===== config.mk =====
export PLATFORM = sky130hd
export DESIGN_NAME = apb_master_bridge
export DESIGN_NICKNAME = d
export VERILOG_FILES = /design/src/rtl/apb_bridge_pkg.sv /design/src/rtl/apb_wait_timer.sv /design/src/rtl/apb_master_bridge.sv
export SDC_FILE = /design/constraint.sdc
export NUM_CORES = 1
export LEC_CHECK = 0
export ABC_AREA = 1
export CORE_ASPECT_RATIO = 1.75
export CORE_MARGIN = 2
export CORE_UTILIZATION = 41
export CTS_BUF_LIST = sky130_fd_sc_hd__clkbuf_8 sky130_fd_sc_hd__clkbuf_16
export DETAILED_ROUTE_END_ITERATION = 8
export PLACE_DENSITY = 0.81
export SLEW_MARGIN = 15
export SYNTH_ARGS = -nofsm -noshare
export SYNTH_HDL_FRONTEND = slang
export SYNTH_SLANG_ARGS = --single-unit

===== constraint.sdc =====
create_clock -name PCLK -period 1.8 [get_ports PCLK]
set_clock_uncertainty 0.15 [all_clocks]
set_input_delay 0.27 -clock PCLK [delete_from_list [all_inputs] [get_ports PCLK]]
set_output_delay 0.27 -clock PCLK [all_outputs]
set_load 0.02 [all_outputs]

===== src/rtl/apb_bridge_pkg.sv =====
// rtl/apb_bridge_pkg.sv - shared types and defaults for the APB master bridge
package apb_bridge_pkg;

  typedef enum logic [1:0] {
    IDLE   = 2'd0,
    SETUP  = 2'd1,
    ACCESS = 2'd2
  } apb_state_e;

  localparam int APB_AW      = 9;
  localparam int APB_DW      = 8;
  localparam int APB_TIMEOUT = 16;

  // Address MSB picks between the two slaves
  localparam int APB_SEL_BIT = APB_AW - 1;

endpackage


===== src/rtl/apb_wait_timer.sv =====
// rtl/apb_wait_timer.sv - saturating ACCESS wait-state counter
module apb_wait_timer #(
  parameter int TIMEOUT = 16
) (
  input  logic i_clk,
  input  logic i_resetn,
  input  logic i_clear,
  input  logic i_inc,
  output logic o_expired
);

  localparam int CW = $clog2(TIMEOUT);
  localparam logic [CW-1:0] LIMIT = CW'(TIMEOUT - 1);

  logic [CW-1:0] r_count;

  // Holds at LIMIT so a stalled slave can never wrap the count back to zero
  always_ff @(posedge i_clk) begin
    if (!i_resetn || i_clear) begin
      r_count <= '0;
    end else if (i_inc && (r_count != LIMIT)) begin
      r_count <= r_count + 1'b1;
    end
  end

  assign o_expired = (r_count == LIMIT);

endmodule


===== src/rtl/apb_master_bridge.sv =====
// rtl/apb_master_bridge.sv - APB3 master: request latch, SETUP/ACCESS sequencing, timeout abort
module apb_master_bridge
  import apb_bridge_pkg::*;
#(
  parameter int AW      = APB_AW,
  parameter int DW      = APB_DW,
  parameter int TIMEOUT = APB_TIMEOUT
) (
  input  logic          PCLK,
  input  logic          PRESETn,
  input  logic          transfer,
  input  logic          READ_WRITE,
  input  logic [AW-1:0] apb_read_paddr,
  input  logic [AW-1:0] apb_write_paddr,
  input  logic [DW-1:0] apb_write_data,
  output logic [DW-1:0] apb_read_data_out,
  output logic          xfer_done,
  output logic          xfer_err,
  output logic          PSEL1,
  output logic          PSEL2,
  output logic          PENABLE,
  output logic          PWRITE,
  output logic [AW-1:0] PADDR,
  output logic [DW-1:0] PWDATA,
  input  logic [DW-1:0] PRDATA,
  input  logic          PREADY,
  input  logic          PSLVERR
);

  localparam int SEL_BIT = APB_SEL_BIT + (AW - APB_AW);

  apb_state_e    r_state;
  logic          r_pwrite;
  logic [AW-1:0] r_paddr;
  logic [DW-1:0] r_pwdata;
  logic [DW-1:0] r_rdata;
  logic          r_done;
  logic          r_err;

  logic w_access;
  logic w_setup;
  logic w_complete;
  logic w_abort;
  logic w_latch;
  logic w_wait;
  logic w_expired;

  assign w_access   = (r_state == ACCESS);
  assign w_setup    = (r_state == SETUP);
  assign w_complete = w_access && PREADY;
  assign w_wait     = w_access && !PREADY;
  assign w_abort    = w_wait && w_expired;
  // New requests are accepted only from IDLE or on the completing ACCESS edge
  assign w_latch    = transfer && ((r_state == IDLE) || w_complete);

  apb_wait_timer #(
    .TIMEOUT (TIMEOUT)
  ) u_wait_timer (
    .i_clk     (PCLK),
    .i_resetn  (PRESETn),
    .i_clear   (w_setup),
    .i_inc     (w_wait),
    .o_expired (w_expired)
  );

  always_ff @(posedge PCLK) begin
    if (!PRESETn) begin
      r_state <= IDLE;
    end else begin
      case (r_state)
        IDLE:    if (transfer) r_state <= SETUP;
        SETUP:   r_state <= ACCESS;
        ACCESS: begin
          if (w_complete) begin
            r_state <= transfer ? SETUP : IDLE;
          end else if (w_abort) begin
            r_state <= IDLE;
          end
        end
        default: r_state <= IDLE;
      endcase
    end
  end

  always_ff @(posedge PCLK) begin
    if (!PRESETn) begin
      r_pwrite <= 1'b0;
      r_paddr  <= '0;
      r_pwdata <= '0;
      r_rdata  <= '0;
      r_done   <= 1'b0;
      r_err    <= 1'b0;
    end else begin
      r_done <= w_complete || w_abort;
      r_err  <= (w_complete && PSLVERR) || w_abort;
      if (w_complete && !r_pwrite && !PSLVERR) begin
        r_rdata <= PRDATA;
      end
      // PWDATA is left alone on reads so the bus keeps the last write value
      if (w_latch) begin
        r_pwrite <= READ_WRITE;
        r_paddr  <= READ_WRITE ? apb_write_paddr : apb_read_paddr;
        if (READ_WRITE) begin
          r_pwdata <= apb_write_data;
        end
      end
    end
  end

  assign PSEL1             = (r_state != IDLE) && !r_paddr[SEL_BIT];
  assign PSEL2             = (r_state != IDLE) &&  r_paddr[SEL_BIT];
  assign PENABLE           = w_access;
  assign PWRITE            = r_pwrite;
  assign PADDR             = r_paddr;
  assign PWDATA            = r_pwdata;
  assign apb_read_data_out = r_rdata;
  assign xfer_done         = r_done;
  assign xfer_err          = r_err;

endmodule


run_1/gates.png
Scale: 6 px per um.
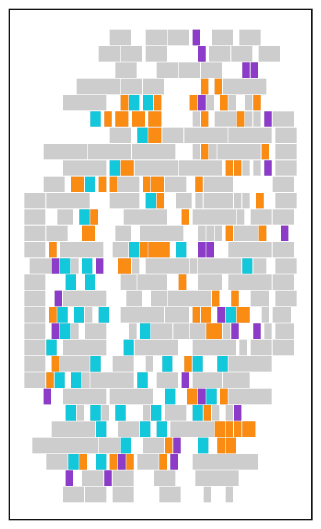
legend:
  nand cells:
    color: orange
    cells: 61
    most_used: nand2_1
  aoi and oai cells:
    color: cyan
    cells: 44
    most_used: a21oi_1
  inv cells:
    color: purple
    cells: 26
    most_used: inv_1
    where: spread over the die
logic share of the area: 27.8%
most used logic cell in the final layout: clkdlybuf4s50_1
Final Non-Filler Cells: 340

run_1/class_map.png
Scale: 6 px per um. Fill, decap, tap and diode cells in gray.
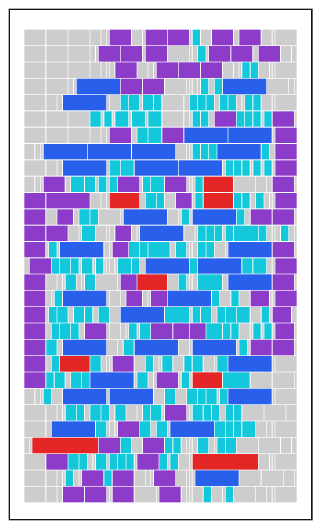
legend:
  remaining buffers and delay cells:
    color: purple
    cells: 80
    share_of_their_area: 33%
  remaining logic cells:
    color: cyan
    cells: 172
    share_of_their_area: 33%
  clock drivers and dummy loads:
    color: red
    cells: 8
    share_of_their_area: 6.0%
  registers:
    color: blue
    cells: 34
    share_of_their_area: 29%
Site Rows: 29
fin area: 0.00244 mm^2
core area: 0.00359 mm^2
fraction of area in registers: 27.9%
Core Util, Final: 68.0%

run_1/sizing.png
Scale: 6 px per um.
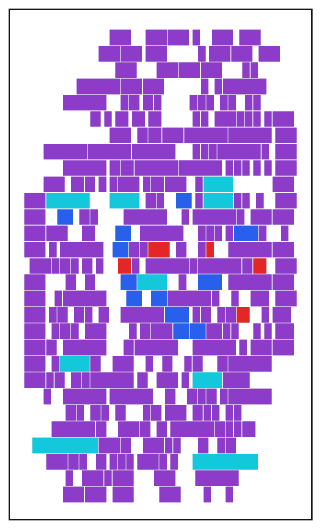
legend:
  x6 and larger:
    color: cyan
    cells: 9
    most_used: clkbuf_8
  x3 and x4:
    color: blue
    cells: 12
    most_used: buf_4
  x1 and smaller:
    color: purple
    cells: 268
    most_used: clkdlybuf4s50_1
  x2:
    color: red
    cells: 5
    most_used: nand2_2
Final WS setup: 0.0804 ns
bufs w/o clock: 80
area growth from synthesis to layout: 59.6%

==> GITHUB_STEP_SUMMARY, run 1 <==
### Flow metrics

| Metric | Value |
|---|---|
| Nets | 334 |
| Critical path depth | 1 |
| Cell family with most CP delay | buffers and inverters |
| Startpoint types | flip-flop |
| FMAX | 582 MHz |
| Post-cts hold buffer count | 0 |
| Top cells by area | dfxtp_1 44%, nand2_1 11%, nor2_1 8.8%, a21oi_1 7.5%, o21ai_0 6.5% |
| Width of the die | 50.2 um |
| Dpl hpwl | 2950 um |
| Detail Route Antenna Nets | 0 |
| Resize count post-CTS | 3 |
| Clk latency late pin | 0.28 ns |
| TritonCTS Sinks | 34 |
| R2R Path End | u_wait_timer.r_count[1] |
| Tool warnings | 26 |
| Fin Setup TNS | 0 ns |
| Number of global-route vias before repair | 1501 |
| First drt pass iteration count | 6 |
| Register share after synthesis | 44.5% |
| Status | finished, final reports clean |
| Synth Instances | 217 |
| Synth area leader | dfxtp_1 |
| Worst reg2reg startpoint | u_wait_timer.r_count[0] |
| IO buf count | 70 |
| # H-tree levels | 2 |
| Die Span Y | 84.8 um |
| Cell Area, Synth | 0.00153 mm^2 |
| # diodes | 0 |
| Leak | 1.03 nW |
| Ys Warns | 0 |
| CP required | 1.38 ns |
| Vias per std cell | 4.79 |
| Largest net degree at the start of global routing | 20 |
| TritonCTS clock tree | yes |
| Crit-path max FO | 4 |
| Total wire length | 3870 um |
| Syn_area_per_cell | 7.05 um^2 |
| Power per cell area | 827 mW/mm^2 |
| Vias post-DR | 1630 |
| Avg WL per Cell | 11.4 um |
| Top-area cell share | 44.5% |
| RSZ-0062 raised after global routing | no |
| Max-slew violations | 0 |
| Max Root-Sink Buffers | 2 |
| CTS root buf | clkbuf_8 |
| Share of layout cells above drive strength 1 | 8.84% |
| Placer Congestion | 0.766 |
| Crit path largest cell delay | 0.63 ns |
| Number of max-cap violations | 0 |
| Yosys cell count | 217 |
| Syn_nets | 258 |
| Slowest cell on the critical path | clkdlybuf4s50_1 |
| Yosys synthesis chip area | 0.00153 mm^2 |
| Fp_density | 42.6% |
| Pre-CTS WS | 0.0415 ns |
| Yosys reg bits | 34 |
| DRC viols | 0 |
| Crit path capture | PADDR[8] |
| Grt ovf | 0 |
| CP bufs+invs | 1 |
| Fillers | 300 |
| Clock slew at reported path FFs | 0.07 ns |
| Yosys cell types | 20 |
| First DRT Iteration DRCs | 24 |
| Worst R2R Setup Slack | 0.33 ns |
| TritonCTS Buffers | 5 |
| WP data arrival | 1.30 ns |
| Initial antenna violation count | 0 |
| CP Launch Point | PADDR[8] |
| WS Path Type | flip-flop to output pin |
| GRT Util Overall | 18.8% |
| Hold crit path type | flip-flop to flip-flop |
| Period Utilization, post-route | 95.5% |
| Fin crit period | 1.72 ns |
| CP cell instances | clkdlybuf4s50_1 |
| Die area | 0.00426 mm^2 |
| Top-level I/O count | 71 |
| Hold Vio Cnt, Final | 0 |
| Final setup vio count | 0 |
| Hold Crit Depth | 2 |
| Worst Setup End Kind | output pin |
| Tot Pwr | 2.02 mW |
| First-pass GRT wire length | 6200 um |
| Depth of the most critical reg-to-reg path | 5 |
| Slew headroom | 77.2% |
run 1: power breakdown:
group	switching, mW	internal, mW	total [mW]	leakage, nW
Clock	0.266	0.590	0.856	0.0714
Combinational	0.164	0.188	0.352	0.682
Sequential	0.0226	0.788	0.810	0.278
Total	0.453	1.57	2.02	1.03
run 1: cell type report:
cell class | instances | area, um^2 | area share, %
timing repair buffer | 80 | 785 | 32.1
sequential | 34 | 681 | 27.9
multi-input combinational | 146 | 679 | 27.8
inverter | 26 | 97.6 | 4.00
clock buffer | 6 | 82.6 | 3.38
clock inverter | 2 | 60.1 | 2.46
tap | 46 | 57.6 | 2.36
run 1: cell usage after synthesis, drive strengths merged:
library cell  instances
dfxtp                34
nand3                 5
buf                   9
clkbuf                2
a21oi                23
inv                  26
nand4                 9
or2                   1
ha                    1
nand3b                1
nor2                 39
nand2                46
o21ai                21
run 1: through the flow:
stage | cell area (um^2) | std cells | hold WS (ns)
final | 2440 | 340 | 0.313
after global routing | 2440 | 340 | 0.337
after CTS | 2440 | 340 | 0.315
after detailed placement | 2300 | 332 | 0.305
after global placement | 2300 | 332 | 0.298
after floorplan | 1530 | 217 | 0.249
run 1: cells in the final DEF, fill, tap and decap left out, drive strengths merged:
cell | netlist | layout
ha | 1 | 1
o21ai | 21 | 21
buf | 9 | 10
clkdlybuf4s50 | 0 | 67
dfxtp | 34 | 34
dlygate4sd2 | 0 | 3
nand2 | 46 | 46
inv | 26 | 26
nor2 | 39 | 39
nand4 | 9 | 9
bufinv | 0 | 2
a21oi | 23 | 23
or2 | 1 | 1
nand3 | 5 | 5
nand3b | 1 | 1
clkbuf | 2 | 6
run 1: registers in the layout, summed over array words and instances, names as in the netlist:
register and count:
PADDR 9, xfer_done 1, u_wait_timer.r_count 4, PWRITE 1
xfer_err 1, PWDATA 8, r_state 2, apb_read_data_out 8
run 1: kinds of logic after synthesis:
kind of cell	after synthesis	synth area share (%)
AND/OR/NAND/NOR	101	29.2
flip-flops	34	44.5
buffers and inverters	37	11.1
adder cells (fa/ha/maj)	1	0.818
AND-OR/OR-AND	44	14.4
run 1: routing by layer:
metal  track usage, %  vias up  share of wire, %
li1                 -      840                 -
met1             17.5      710                36
met2             35.9       68                55
met3             4.23       12               5.7
met4             9.85        0               3.3
met5                0        -                 0
run 1: worst min path at each step:
stage,from,end,slack (ns)
after detailed placement,PWDATA[7],PWDATA[7],0.31
final,PWDATA[7],PWDATA[7],0.31
after floorplan,PRESETn,PWDATA[6],0.25
after global routing,PWDATA[7],PWDATA[7],0.34
after CTS,PWDATA[6],PWDATA[6],0.32
after global placement,PWDATA[3],PWDATA[3],0.30
run 1: worst reg2reg max path, delay by kind of cell, from the launching register on:
kind                     cells  cell delay, ns
AND-OR/OR-AND                1            0.21
flip-flops                   1            0.35
adder cells (fa/ha/maj)      1            0.25
AND/OR/NAND/NOR              3            0.39
--- run 2 (diff from run 1) ---
--- a/config.mk
+++ b/config.mk
@@ -11,6 +11,7 @@
 export CORE_UTILIZATION = 41
 export CTS_BUF_LIST = sky130_fd_sc_hd__clkbuf_8 sky130_fd_sc_hd__clkbuf_16
 export DETAILED_ROUTE_END_ITERATION = 8
+export GPL_TIMING_DRIVEN = 0
 export PLACE_DENSITY = 0.81
 export SLEW_MARGIN = 15
 export SYNTH_ARGS = -nofsm -noshare
run_2/class_map.png
Scale: 6 px per um. Fill, decap, tap and diode cells in gray.
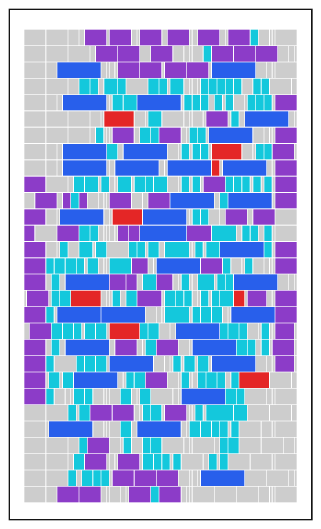
legend:
  clock drivers and dummy loads:
    color: red
    cells: 8
    share_of_their_area: 4.0%
  remaining buffers and delay cells:
    color: purple
    cells: 80
    share_of_their_area: 33%
  remaining logic cells:
    color: cyan
    cells: 172
    share_of_their_area: 34%
  registers:
    color: blue
    cells: 34
    share_of_their_area: 30%
Core Util, Final: 65.9%
fin area: 0.00237 mm^2
fraction of area in registers: 28.8%

==> run 2 against run 1 <==
  * Global-route usage is 1.4 points higher
  * Utilization is 2.1 points lower
  * Register-to-register slack better by 0.06 ns
  * Wire length is 1.5% higher
  * Critical path depth stayed put
  * Clock-buffer cell count stayed put
  * Hold slack worse by 0.0064 ns
==> GITHUB_STEP_SUMMARY, run 2 <==
### Flow metrics

| Metric | Value |
|---|---|
| Register share after synthesis | 44.5% |
| Width of the die | 50.2 um |
| Grt ovf | 0 |
| First DRT Iteration DRCs | 30 |
| Dpl hpwl | 2980 um |
| Synth Instances | 217 |
| Most used logic cell in the final layout | clkdlybuf4s50_1 |
| Vias post-DR | 1616 |
| Hold path startpoint | READ_WRITE |
| Slew headroom | 70.4% |
| Nets | 334 |
| Max-slew violations | 0 |
| Fin crit period | 1.72 ns |
| Clock slew at reported path FFs | 0.07 ns |
| Final setup vio count | 0 |
| Largest register FFs | 9 |
| Critical path depth | 1 |
| Tool warnings | 26 |
| RSZ-0062 raised after global routing | no |
| Site Rows | 29 |
| Status | finished, final reports clean |
| Synth area leader | dfxtp_1 |
| Max Root-Sink Buffers | 2 |
| CP required | 1.38 ns |
| CTS root buf | clkbuf_8 |
| R2R Path End | apb_read_data_out[5] |
| WP data arrival | 1.30 ns |
| CP cell instances | clkdlybuf4s50_1 |
| CP bufs+invs | 1 |
| # H-tree levels | 2 |
| Detail Route Antenna Nets | 0 |
| Yosys top cell by instances | nand2_1 |
| Hold Vio Cnt, Final | 0 |
| Vias per std cell | 4.75 |
| Yosys cell types | 20 |
| Post-cts hold buffer count | 0 |
| Worst R2R Setup Slack | 0.39 ns |
| Die area | 0.00426 mm^2 |
| DRC viols | 0 |
| FMAX | 581 MHz |
| Number of global-route vias before repair | 1545 |
| Cell Area, Synth | 0.00153 mm^2 |
| Fp_density | 42.6% |
| TritonCTS clock tree | yes |
| IO buf count | 69 |
| Die Span Y | 84.8 um |
| Worst Setup End Kind | output pin |
| Resize count post-CTS | 4 |
| Hold Crit Depth | 5 |
run 2: cell counts after synthesis:
Identical to the previous run, type by type.
run 2: area by class of cell:
type / count / area [um^2]
timing repair buffer: 69 / 687
sequential: 34 / 682
tap: 46 / 57.6
clock buffer: 6 / 82.6
inverter: 26 / 97.6
buffer: 11 / 72.6
multi-input combinational: 146 / 679
fill: 312 / 1220
clock inverter: 2 / 8.76
run 2: kinds of logic after synthesis:
kind of cell    synth area share (%)
buf+inv                         11.1
flops                           44.5
fa+ha+maj                      0.818
compound gates                  14.4
simple gates                    29.2
run 2: worst reg2reg max path, cell delays in order, from the launching register on:
cell and delay (ns):
dfxtp_1 0.33, or2_2 0.32, nor2_4 0.21, buf_6 0.17, nand2_1 0.05, nand2_1 0.05, nor2_1 0.03
run 2: metal layers:
metal / vias to the layer above / GRT usage, % / wire (um)
met2: 52 / 37.3 / 2150
met1: 713 / 20.0 / 1470
met3: 11 / 3.70 / 190
met4: 0 / 11.9 / 116
met5: - / 0 / 0
li1: 840 / - / -
run 2: worst max path at each step:
stage	end	startpoint
6_report	PADDR[8]	PADDR[8]
5_1_grt	PADDR[8]	PADDR[8]
4_1_cts	PADDR[8]	PADDR[8]
3_5_place_dp	PWDATA[4]	PREADY
3_3_place_gp	PWDATA[5]	PREADY
2_1_floorplan	apb_read_data_out[5]	PWRITE
run 2: metrics by stage:
stage	cells	setup slack, ns
after floorplan	217	0.414
after global placement	332	0.0229
after detailed placement	332	0.00294
after CTS	340	0.0695
after global routing	340	0.0290
final	340	0.0795
run 2: where the power goes:
part,total [mW],switching [mW],internal (mW)
Clock,0.569,0.267,0.302
Sequential,0.811,0.0233,0.788
Combinational,0.346,0.165,0.181
--- run 3 (diff from run 2) ---
--- a/config.mk
+++ b/config.mk
@@ -6,7 +6,6 @@
 export NUM_CORES = 1
 export LEC_CHECK = 0
 export ABC_AREA = 1
-export CORE_ASPECT_RATIO = 1.75
 export CORE_MARGIN = 2
 export CORE_UTILIZATION = 41
 export CTS_BUF_LIST = sky130_fd_sc_hd__clkbuf_8 sky130_fd_sc_hd__clkbuf_16
run_3/sizing.png
Scale: 6 px per um.
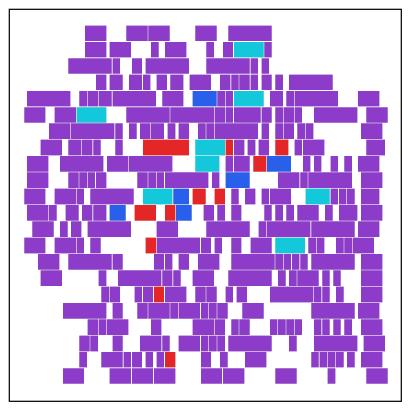
legend:
  x3 and x4:
    color: blue
    cells: 6
  x1 and smaller:
    color: purple
    cells: 269
    most_used: clkdlybuf4s50_1
  x6 and larger:
    color: cyan
    cells: 8
    most_used: clkbuf_8
  x2:
    color: red
    cells: 11
    most_used: buf_2
area growth from synthesis to layout: 54.9%
Final WS setup: 0.0570 ns

==> run 3 against run 2 <==
  * Sequential cell count unchanged
  * Via count down 1.9%
  * Wire length up 0.61%
  * Cell area up 0.11%
  * First-iteration DRC count rose to 2.9 times the previous value
  * Clock-buffer cell count unchanged
  * Critical path type unchanged
==> GITHUB_STEP_SUMMARY, run 3 <==
### Flow metrics

| Metric | Value |
|---|---|
| Yosys cell types | 20 |
| Commonest flop | dfxtp_1 |
| Ys Warns | 0 |
| TritonCTS clock tree | yes |
| Syn_area_per_cell | 7.05 um^2 |
| Number of max-cap violations | 0 |
| Detail Route Antenna Nets | 0 |
| Final Non-Filler Cells | 342 |
| Number of global-route vias before repair | 1520 |
| Status | finished, final reports clean |
| Share of layout cells above drive strength 1 | 8.50% |
| Syn_nets | 258 |
| Post-synth EDFFs | 0 |
| Worst Setup End Kind | output pin |
| Tot Pwr | 1.73 mW |
| Crit path largest cell delay | 0.63 ns |
| Die Span Y | 65.1 um |
| IO buf count | 69 |
| Crit-path max FO | 4 |
| Cell family with most CP delay | buffers and inverters |
| Total wire length | 3960 um |
| Logic area | 679 um^2 |
| WS Path Type | flip-flop to output pin |
| Cell Area, Synth | 0.00153 mm^2 |
| Top-area cell share | 44.5% |
| Clock slew at reported path FFs | 0.07 ns |
| Largest net degree at the start of global routing | 11 |
| Vias per std cell | 4.63 |
| Critical path depth | 1 |
| DP Cell Count | 334 |
| Die area | 0.00424 mm^2 |
| Max-slew violations | 0 |
| Crit path capture | PADDR[8] |
| Most instantiated logic cells after routing | 66 x clkdlybuf4s50_1, 44 x nand2_1, 36 x nor2_1 |
| Period Utilization, post-route | 96.8% |
| Largest register FFs | 9 |
| Core Util, Final | 65.2% |
| Top cells by area | dfxtp_1 44%, nand2_1 11%, nor2_1 8.8%, a21oi_1 7.5%, o21ai_0 6.5% |
| # H-tree levels | 2 |
| DP Area | 0.00228 mm^2 |
| CP required | 1.38 ns |
| Yosys top cell by instances | nand2_1 |
| Yosys synthesis chip area | 0.00153 mm^2 |
| Worst reg2reg startpoint | u_wait_timer.r_count[0] |
| Hold crit path type | primary input to flip-flop |
| Grt ovf | 0 |
| Final setup vio count | 0 |
| Dpl hpwl | 2910 um |
| DRC viols | 0 |
| Worst R2R Setup Slack | 0.33 ns |
| Startpoint types | flip-flop |
| Synth area leader | dfxtp_1 |
| Fillers | 349 |
| First DRT Iteration DRCs | 88 |
| WP data arrival | 1.32 ns |
| CTS root buf | clkbuf_8 |
| Fp_density | 42.1% |
| Slowest cell on the critical path | clkdlybuf4s50_1 |
| First-pass GRT wire length | 6680 um |
| First drt pass iteration count | 4 |
| Synth cell count leaders | 44 x nand2_1, 36 x nor2_1, 34 x dfxtp_1 |
| Depth of the most critical reg-to-reg path | 5 |
| Hold Vio Cnt, Final | 0 |
| Hold_ws | 0.299 ns |
| GRT Util Overall | 20.6% |
| Placer Congestion | 0.747 |
| Leak | 1.00 nW |
| Power per cell area | 729 mW/mm^2 |
| Width of the die | 65.1 um |
| RSZ-0062 raised after global routing | no |
| Fin area | 0.00237 mm^2 |
| Slew headroom | 72.0% |
| CP cell instances | clkdlybuf4s50_1 |
| FMAX | 574 MHz |
| Yosys reg bits | 34 |
| R2R Path End | u_wait_timer.r_count[2] |
| TritonCTS Sinks | 34 |
| Yosys cell count | 217 |
| Core area | 0.00363 mm^2 |
| Synth async-reset ratio | 0% |
==> run 3: worst reg2reg max path, stage by stage (launching register included) <==
cell and delay [ns]:
dfxtp_1 0.35, ha_1 0.23, nand3_1 0.14, nand3_1 0.18, o21ai_0 0.25, nor2_1 0.06
==> run 3: cell type report <==
class	count	share of cell area, %
plain buffers	11	3.06
clock buffers	6	3.48
multi-input cells	146	28.7
flip-flops and latches	34	28.8
inverters	26	4.12
well taps	48	2.53
repair buffers	69	29.0
clock inverters	2	0.370
==> run 3: how the worst min path moves through the flow <==
stage                      endpoint  cells past startpoint  startpoint  slack (ns)
after floorplan           PWDATA[6]                      2     PRESETn        0.25
after global placement    PWDATA[4]                      2   PWDATA[4]        0.30
after detailed placement  PWDATA[3]                      2   PWDATA[3]        0.31
after CTS                    PWRITE                      3  READ_WRITE        0.29
after global routing         PWRITE                      3  READ_WRITE        0.32
final                      PADDR[3]                      5  READ_WRITE        0.30
==> run 3: stage by stage <==
stage	setup TNS, ns	worst slack (ns)
floorplan	0	0.414
global placement	0	0.00935
detailed placement	-0.00673	-0.00673
CTS	0	0.0646
global route	0	0.0366
finish	0	0.0570
==> run 3: report_power, final <==
| part | internal, mW | total, mW | switching (mW) |
|---|---|---|---|
| logic | 0.181 | 0.346 | 0.165 |
| registers | 0.788 | 0.811 | 0.0233 |
| clock network | 0.303 | 0.571 | 0.269 |
| total | 1.27 | 1.73 | 0.456 |
==> run 3: kinds of logic after synthesis <==
family                   Yosys count  synth area share [%]
AND/OR/NAND/NOR                  101                  29.2
AND-OR/OR-AND                     44                  14.4
buffers and inverters             37                  11.1
flip-flops                        34                  44.5
adder cells (fa/ha/maj)            1                 0.818
==> run 3: timing repair <==
item	in CTS	in global routing
hold buffers	0	0
gates resized	4	0
endpoints found under the setup margin	3	0
==> run 3: metal layers <==
layer	GRT usage, %	up-vias	wire length (um)
li1	-	836	-
met1	24.6	688	1760
met2	34.9	54	1880
met3	6.16	7	262
met4	7.81	0	56
met5	0	-	0
Power and IR drop assume default switching activity.
